placement_by_type.png
Scale bar: 50 um.
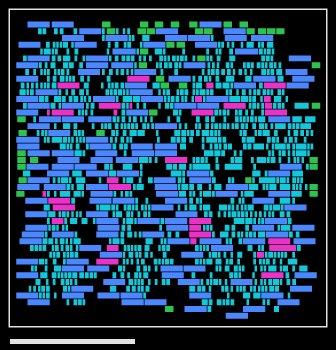
flops_by_reg.png
Scale bar: 50 um.
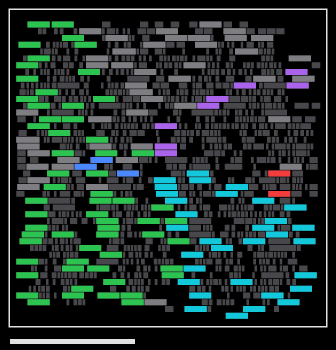
logic_types.png
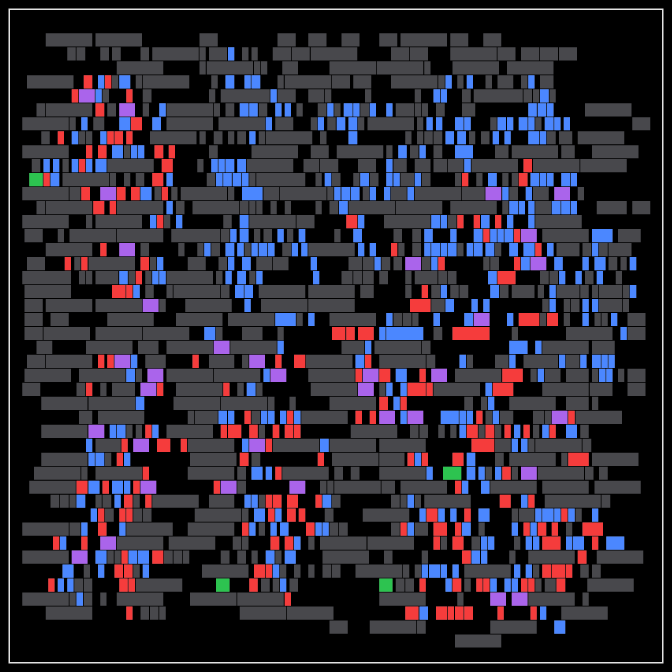
File: config.mk
export PLATFORM = sky130hd
export DESIGN_NAME = traffic_menu_controller
export DESIGN_NICKNAME = d
export VERILOG_FILES = /design/src/rtl/traffic_menu_controller.sv
export SDC_FILE = /design/constraint.sdc
export NUM_CORES = 1
export LEC_CHECK = 0
export ABC_AREA = 1
export CAP_MARGIN = 0
export CORE_MARGIN = 2
export CORE_UTILIZATION = 55
export DETAILED_ROUTE_END_ITERATION = 12
export PLACE_DENSITY = 0.74
export SYNTH_ARGS = -nofsm -noshare
export SYNTH_HDL_FRONTEND = slang
export SYNTH_SLANG_ARGS = --single-unit
File: constraint.sdc
create_clock -name clk -period 14.5 [get_ports clk]
set_clock_uncertainty 0.15 [all_clocks]
set_input_delay 2.9 -clock clk [delete_from_list [all_inputs] [get_ports clk]]
set_output_delay 2.9 -clock clk [all_outputs]
set_load 0.02 [all_outputs]
File: src/rtl/traffic_menu_controller.sv
// Three-button menu that edits and commits traffic light durations.
// Optional hold-to-repeat in EDIT: define TRAFFIC_MENU_AUTO_REPEAT_EN.
module traffic_menu_controller #(
  parameter int CLK_FREQ        = 100_000_000,
  parameter int DEBOUNCE_CYCLES = 1_000_000,
  parameter int TIMEOUT_SEC     = 10,
  parameter int DEF_GREEN       = 10,
  parameter int DEF_YELLOW      = 3,
  parameter int DEF_RED         = 2
) (
  input  logic       clk,
  input  logic       rst,
  input  logic       btn_select,
  input  logic       btn_up,
  input  logic       btn_down,
  output logic [7:0] green_duration,
  output logic [7:0] yellow_duration,
  output logic [7:0] red_holding,
  output logic       menu_active,
  output logic [1:0] edit_field,
  output logic       edit_mode,
  output logic [7:0] edit_value,
  output logic       cfg_update
);

  localparam int DW = $clog2(DEBOUNCE_CYCLES + 1);
  localparam logic [DW-1:0] DEB_MAX = DW'(DEBOUNCE_CYCLES - 1);
  localparam logic [31:0] TO_MAX = 32'(TIMEOUT_SEC * CLK_FREQ - 1);

  typedef enum logic [1:0] {
    S_IDLE, S_BROWSE, S_EDIT, S_COMMIT
  } state_t;

  function automatic logic [7:0] fval(
    input logic [1:0] f,
    input logic [7:0] g,
    input logic [7:0] y,
    input logic [7:0] r
  );
    case (f)
      2'd0:    fval = g;
      2'd1:    fval = y;
      default: fval = r;
    endcase
  endfunction

  logic [2:0] raw;
  logic [2:0] sync1_q, sync2_q;
  logic [2:0] level_q, level_d, level_prev_q;
  logic [2:0][DW-1:0] deb_cnt_q, deb_cnt_d;
  logic [2:0] press;

  assign raw   = {btn_down, btn_up, btn_select};
  assign press = level_q & ~level_prev_q;

  always_comb begin
    level_d   = level_q;
    deb_cnt_d = deb_cnt_q;
    for (int i = 0; i < 3; i++) begin
      if (sync2_q[i] != level_q[i]) begin
        if (deb_cnt_q[i] == DEB_MAX) begin
          level_d[i]   = sync2_q[i];
          deb_cnt_d[i] = '0;
        end else begin
          deb_cnt_d[i] = deb_cnt_q[i] + 1'b1;
        end
      end else begin
        deb_cnt_d[i] = '0;
      end
    end
  end

  state_t      state_q, state_d;
  logic [1:0]  field_q, field_d;
  logic [7:0]  shadow_q, shadow_d;
  logic [31:0] to_cnt_q, to_cnt_d;
  logic [7:0]  green_q, green_d;
  logic [7:0]  yellow_q, yellow_d;
  logic [7:0]  red_q, red_d;
  logic        cfg_q, cfg_d;
  logic [7:0]  value_q, value_d;
  logic        rpt_up, rpt_dn;

`ifdef TRAFFIC_MENU_AUTO_REPEAT_EN
  localparam logic [31:0] RPT_FIRST = 32'(CLK_FREQ / 2 - 1);
  localparam logic [31:0] RPT_NEXT  = 32'(CLK_FREQ / 10 - 1);

  logic [31:0] rpt_cnt_q, rpt_cnt_d;
  logic        rpt_on_q, rpt_on_d;
  logic        rpt_first_q, rpt_first_d;
  logic        rpt_btn_q, rpt_btn_d;

  always_comb begin
    rpt_cnt_d   = rpt_cnt_q;
    rpt_on_d    = rpt_on_q;
    rpt_first_d = rpt_first_q;
    rpt_btn_d   = rpt_btn_q;
    rpt_up      = 1'b0;
    rpt_dn      = 1'b0;
    if (state_q != S_EDIT) begin
      rpt_on_d = 1'b0;
    end else if (press[1] || press[2]) begin
      rpt_on_d    = 1'b1;
      rpt_btn_d   = !press[1];
      rpt_cnt_d   = '0;
      rpt_first_d = 1'b1;
    end else if (rpt_on_q) begin
      if (!level_q[rpt_btn_q ? 2 : 1]) begin
        rpt_on_d = 1'b0;
      end else if (rpt_cnt_q == (rpt_first_q ? RPT_FIRST : RPT_NEXT)) begin
        rpt_cnt_d   = '0;
        rpt_first_d = 1'b0;
        rpt_up      = !rpt_btn_q;
        rpt_dn      = rpt_btn_q;
      end else begin
        rpt_cnt_d = rpt_cnt_q + 32'd1;
      end
    end
  end

  always_ff @(posedge clk or posedge rst) begin
    if (rst) begin
      rpt_cnt_q   <= '0;
      rpt_on_q    <= 1'b0;
      rpt_first_q <= 1'b0;
      rpt_btn_q   <= 1'b0;
    end else begin
      rpt_cnt_q   <= rpt_cnt_d;
      rpt_on_q    <= rpt_on_d;
      rpt_first_q <= rpt_first_d;
      rpt_btn_q   <= rpt_btn_d;
    end
  end
`else
  assign rpt_up = 1'b0;
  assign rpt_dn = 1'b0;
`endif

  logic       sel_p, up_p, dn_p;
  logic [7:0] fmin;

  assign sel_p = press[0];
  assign up_p  = !sel_p && (press[1] || rpt_up);
  assign dn_p  = !sel_p && !(press[1] || rpt_up) && (press[2] || rpt_dn);
  assign fmin  = (field_q == 2'd2) ? 8'd0 : 8'd1;

  always_comb begin
    state_d  = state_q;
    field_d  = field_q;
    shadow_d = shadow_q;
    to_cnt_d = to_cnt_q + 32'd1;
    green_d  = green_q;
    yellow_d = yellow_q;
    red_d    = red_q;
    cfg_d    = 1'b0;
    case (state_q)
      S_IDLE: begin
        to_cnt_d = '0;
        field_d  = 2'd0;
        if (sel_p) state_d = S_BROWSE;
      end
      S_BROWSE: begin
        if (sel_p) begin
          state_d  = S_EDIT;
          shadow_d = fval(field_q, green_q, yellow_q, red_q);
          to_cnt_d = '0;
        end else if (up_p) begin
          field_d  = (field_q == 2'd2) ? 2'd0 : field_q + 2'd1;
          to_cnt_d = '0;
        end else if (dn_p) begin
          field_d  = (field_q == 2'd0) ? 2'd2 : field_q - 2'd1;
          to_cnt_d = '0;
        end else if (to_cnt_q == TO_MAX) begin
          state_d = S_IDLE;
          field_d = 2'd0;
        end
      end
      S_EDIT: begin
        if (sel_p) begin
          state_d = S_COMMIT;
          cfg_d   = 1'b1;
          case (field_q)
            2'd0:    green_d  = shadow_q;
            2'd1:    yellow_d = shadow_q;
            default: red_d    = shadow_q;
          endcase
          to_cnt_d = '0;
        end else if (up_p) begin
          if (shadow_q < 8'd99) shadow_d = shadow_q + 8'd1;
          to_cnt_d = '0;
        end else if (dn_p) begin
          if (shadow_q > fmin) shadow_d = shadow_q - 8'd1;
          to_cnt_d = '0;
        end else if (to_cnt_q == TO_MAX) begin
          state_d = S_IDLE;
          field_d = 2'd0;
        end
      end
      default: begin
        state_d  = S_BROWSE;
        to_cnt_d = '0;
      end
    endcase
  end

  always_comb begin
    case (state_d)
      S_IDLE:   value_d = 8'd0;
      S_BROWSE: value_d = fval(field_d, green_d, yellow_d, red_d);
      default:  value_d = shadow_d;
    endcase
  end

  always_ff @(posedge clk or posedge rst) begin
    if (rst) begin
      sync1_q      <= '0;
      sync2_q      <= '0;
      level_q      <= '0;
      level_prev_q <= '0;
      deb_cnt_q    <= '0;
      state_q      <= S_IDLE;
      field_q      <= 2'd0;
      shadow_q     <= 8'd0;
      to_cnt_q     <= '0;
      green_q      <= 8'(DEF_GREEN);
      yellow_q     <= 8'(DEF_YELLOW);
      red_q        <= 8'(DEF_RED);
      cfg_q        <= 1'b0;
      value_q      <= 8'd0;
    end else begin
      sync1_q      <= raw;
      sync2_q      <= sync1_q;
      level_q      <= level_d;
      level_prev_q <= level_q;
      deb_cnt_q    <= deb_cnt_d;
      state_q      <= state_d;
      field_q      <= field_d;
      shadow_q     <= shadow_d;
      to_cnt_q     <= to_cnt_d;
      green_q      <= green_d;
      yellow_q     <= yellow_d;
      red_q        <= red_d;
      cfg_q        <= cfg_d;
      value_q      <= value_d;
    end
  end

  assign green_duration  = green_q;
  assign yellow_duration = yellow_q;
  assign red_holding     = red_q;
  assign menu_active     = (state_q != S_IDLE);
  assign edit_field      = field_q;
  assign edit_mode       = (state_q == S_EDIT);
  assign edit_value      = value_q;
  assign cfg_update      = cfg_q;

endmodule

==> tab_implementation.tex <==
% Auto-generated results table
\begin{tabular}{lr}
\hline
Metric & Value \\
\hline
\multicolumn{2}{l}{\textbf{Global routing}} \\
GRT busiest layer & met2 \\
Initial antenna violation count & 0 \\
Fraction of met1 tracks used by global routing & 35.73\% \\
Pin count of the biggest net entering global routing & 86 \\
Global routing usage on met2 & 40.45\% \\
\multicolumn{2}{l}{\textbf{Layout}} \\
Count of clock buffers in the final design & 23 \\
Final antenna diode count & 0 \\
Regs by FF count & deb\_cnt\_q (60), to\_cnt\_q (32) \\
Non-clock buffers & 42 \\
Sequential Area & 0.003735 mm2 \\
Post-layout util & 64.53\% \\
Number of logic inverters in the finished layout & 182 \\
Biggest area consumer among cell classes & multi-input combinational cells \\
Final net count & 1133 \\
Max reg flops & 60 \\
Proportion of final cell area spent on non-clock buffers & 4.422\% \\
\multicolumn{2}{l}{\textbf{Route}} \\
Met2 WL post-DR & 9.181 mm \\
Highest metal layer used by the detailed router & met4 \\
\multicolumn{2}{l}{\textbf{Synth}} \\
Registers, synthesis & 149 \\
Simple-Gate Area Share & 28.15\% \\
Count of different cell masters after synthesis & 49 \\
Post-synthesis cell type with the largest combined area & sky130\_fd\_sc\_hd\_\_dfrtp\_1 \\
Cells after synthesis & 1067 \\
Most used standard cell by instance count after synthesis & sky130\_fd\_sc\_hd\_\_nand2\_1 \\
Most numerous cell types in the synthesized netlist & sky130\_fd\_sc\_hd\_\_nand2\_1, sky130\_fd\_sc\_hd\_\_inv\_1, sky130\_fd\_sc\_hd\_\_dfrtp\_1 \\
Yosys stat cell total & 1067 \\
\multicolumn{2}{l}{\textbf{Placed design}} \\
RD Place Congestion & 0.9630 \\
DP Worst Slack & 9.467 ns \\
Number of cells after detailed placement & 1276 \\
Detailed-placement wirelength estimate & 13.83 mm \\
\multicolumn{2}{l}{\textbf{Worst setup path}} \\
Worst path slowest cell & sky130\_fd\_sc\_hd\_\_clkdlybuf4s50\_1 \\
Worst reg2reg path startpoint & edit\_field[0] \\
Crit Reg-Reg Endpoint & edit\_value[6] \\
Count of cell instances traversed by the critical path & 3 \\
Data arrival time at the worst-slack endpoint & 2.07 ns \\
\multicolumn{2}{l}{\textbf{Final timing}} \\
Max Freq & 195.4 MHz \\
Slew headroom & 44.77\% \\
Setup TNS & 0 ns \\
Hold slack final & 0.1982 ns \\
Finish-stage setup viols & 0 \\
\multicolumn{2}{l}{\textbf{CTS}} \\
Clk slew on worst S/H paths & 0.06 ns \\
TritonCTS Sinks & 149 \\
\multicolumn{2}{l}{\textbf{Floorplanning}} \\
Core footprint & 0.01464 mm2 \\
Chip Area & 0.01609 mm2 \\
Die outline width & 126.9 um \\
\multicolumn{2}{l}{\textbf{Power and ir drop}} \\
Peak supply drop & 95.19 uV \\
Sw Share & 21.81\% \\
\multicolumn{2}{l}{\textbf{Status}} \\
Status & finished, final reports clean \\
\hline
\end{tabular}
Notes on placement_by_type.png above:
[flops] blue | cells: 149
[combinational and other logic] cyan | cells: 901
[clock drivers and dummy loads] magenta | cells: 32
[other buffers and delay cells] green | cells: 42

Notes on flops_by_reg.png above:
[state_q] red | flops: 2
[level_q] blue | flops: 3
[deb_cnt_q] green | flops: 60
[shadow_q] purple | flops: 8
[to_cnt_q] cyan | flops: 32

Notes on logic_types.png above:
[NOR gates] red | cells: 176 | where: all over the die
[AND-OR and OR-AND gates] green | cells: 4
[NAND gates] blue | cells: 329 | where: all over the die
[XOR/XNOR gates] purple | cells: 34
tally of non-filler cells in the final layout: 1308
share of cell area taken by multi-input logic gates: 40.18%
most common cell after layout, fill and taps aside: sky130_fd_sc_hd__nand2_1

Power figures rest on the tool's default switching activity, not on a simulated workload.
